met1.png
Scale bar: 100 microns. Supply wires on this layer in grey.
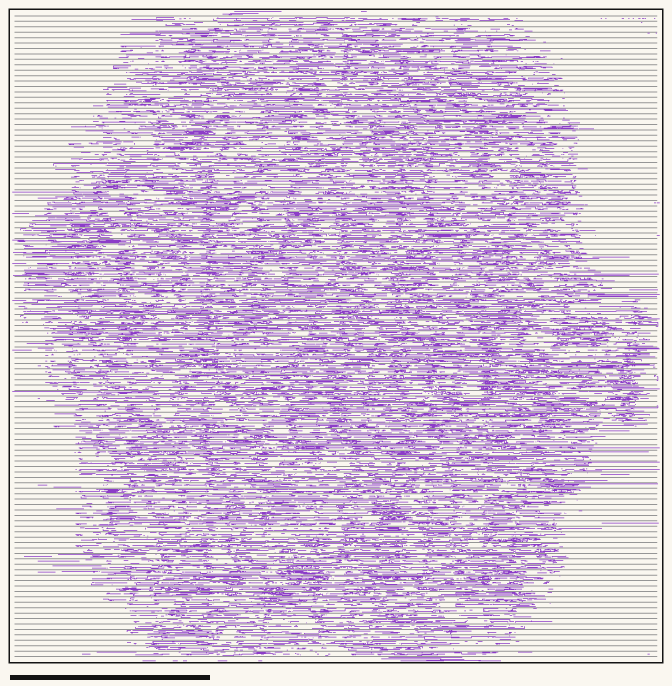
met2.png
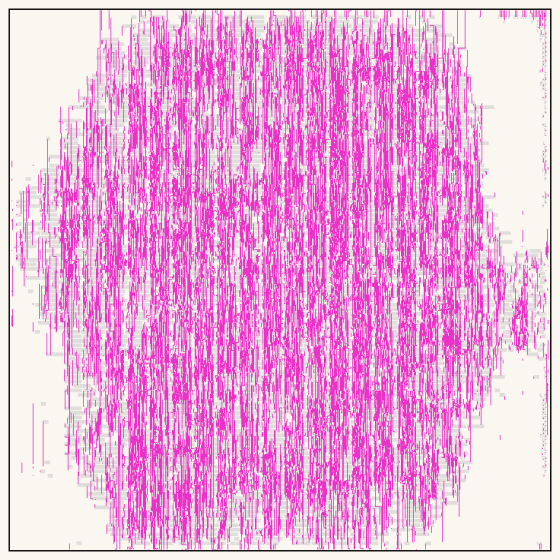
met3.png
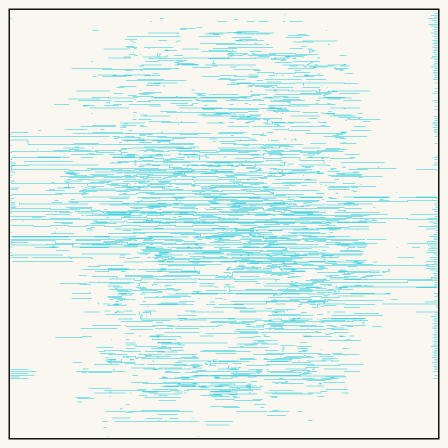
met4.png
Scale bar: 100 microns. Supply wires on this layer in grey.
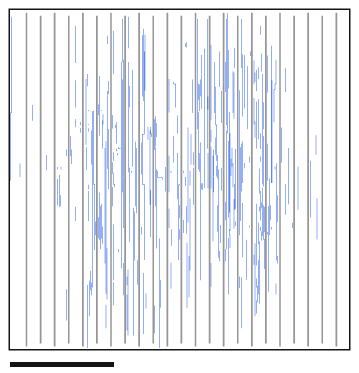
final_congestion.png
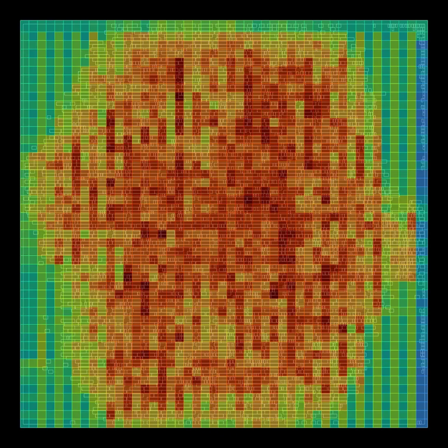
==> config.mk <==
export PLATFORM = sky130hd
export DESIGN_NAME = lc4_trace_capture_flat
export DESIGN_NICKNAME = d
export VERILOG_FILES = /design/src/rtl/lc4_trace_if.sv /design/src/rtl/lc4_trace_capture.sv /design/src/flat_wrapper.sv
export SDC_FILE = /design/constraint.sdc
export NUM_CORES = 2
export LEC_CHECK = 0
export CORE_MARGIN = 2
export CORE_UTILIZATION = 60
export DETAILED_ROUTE_END_ITERATION = 10
export PLACE_DENSITY = 0.82
export SKIP_LAST_GASP = 1
export SYNTH_ARGS = -nofsm -noshare
export SYNTH_HDL_FRONTEND = slang
export SYNTH_SLANG_ARGS = --single-unit
==> constraint.sdc <==
create_clock -name clk -period 21.2 [get_ports clk]
set_clock_uncertainty 0.2 [all_clocks]
set_input_delay 2.12 -clock clk [delete_from_list [all_inputs] [get_ports clk]]
set_output_delay 2.12 -clock clk [all_outputs]
set_load 0.005 [all_outputs]
==> run notes <==
Quantity of gates resized following cts: 0. The run gives 87 for the count of different cell masters after synthesis. Per the final layout report, the fraction of cells sized above drive strength 1 comes to 11.7%. TritonCTS built the clock tree.

No sink is reached through more buffers than the 3 on the longest clock path. The flow ran to the end, and the final reports show no timing, DRC or antenna violations. Nets still carrying antenna violations after routing amount to 0. The tools report the yosys synthesis chip area as 62500 sq um. The timing report gives the worst reg2reg path a setup slack of 14630 ps. The run gives 87.0 nW/um^2 for the power per standard cell area.

The total CTS buffers was 150. Hold timing on the final database bottoms out at a slack of 257 ps. With the area of the chip at 107000 sq um, the final critical delay including setup and external delays is 7980 ps. The largest share of the power goes to registers.

The highest metal layer used by the detailed router is met5. The first detailed-routing pass ran for 6 iterations. The number of warning messages in the logs is 52, and the cell area after technology mapping is 62500 sq um. Dividing the synthesized area by the synthesized cell count gives 15.7 sq um. STA shows the worst reg2reg path with a cell count of 11. Clock-pin slew was measured on the worst setup and hold paths at 60 ps. The power report lists the clock group at 2.61 mW.

359 I/O pins were placed. The tightest min-delay check is of the reg2reg type. Entering global routing, the biggest net connects 136 pins.
Back to the opening pictures, met1.png:
- longest straight run: 82.3 microns
- wire length on this layer: 59.2 mm
GR Util met1: 43.3%
total wirelength of the detailed-routed design: 180000 microns
vias after detailed routing: 39800

Back to the opening pictures, met2.png:
- wire length on this layer: 82.7 mm
- share of all routed wire: 46%
- main direction: vertical
GR Util met2: 50.4%

Back to the opening pictures, met3.png:
- share of all routed wire: 16%
- nets with wire on the layer: 866
- main direction: horizontal
met3 track demand over resource in global routing: 10.7%

Back to the opening pictures, met4.png:
- wire length on this layer: 10100 microns
- nets with wire on the layer: 175
- longest straight run: 199 microns

Back to the opening pictures, final_congestion.png:
global router's overall resource usage: 33.4%
routed wirelength normalized by instance count: 31.3 microns
Post-Route Utilization: 68.3%
global routing's busiest layer: met2

[critical path, delay by kind of cell]
| kind | cells | cell delay, ps |
|---|---|---|
| buffers and inverters | 4 | 2900 |
| xor gates and xnor gates | 1 | 280 |
| AOI/OAI and AO/OA | 5 | 2070 |
| and+or+nand+nor | 2 | 890 |
[layout make-up]
class | instances | area [sq um]
clock inverters | 68 | 616
multi-input cells | 2207 | 15500
well taps | 1380 | 1730
inverters | 12 | 45.0
repair buffers | 315 | 3070
diodes | 30 | 75.1
fillers | 6265 | 32700
clock buffers | 207 | 4170
flip-flops and latches | 1529 | 45400
Power figures rest on the tool's default switching activity, not on a simulated workload.
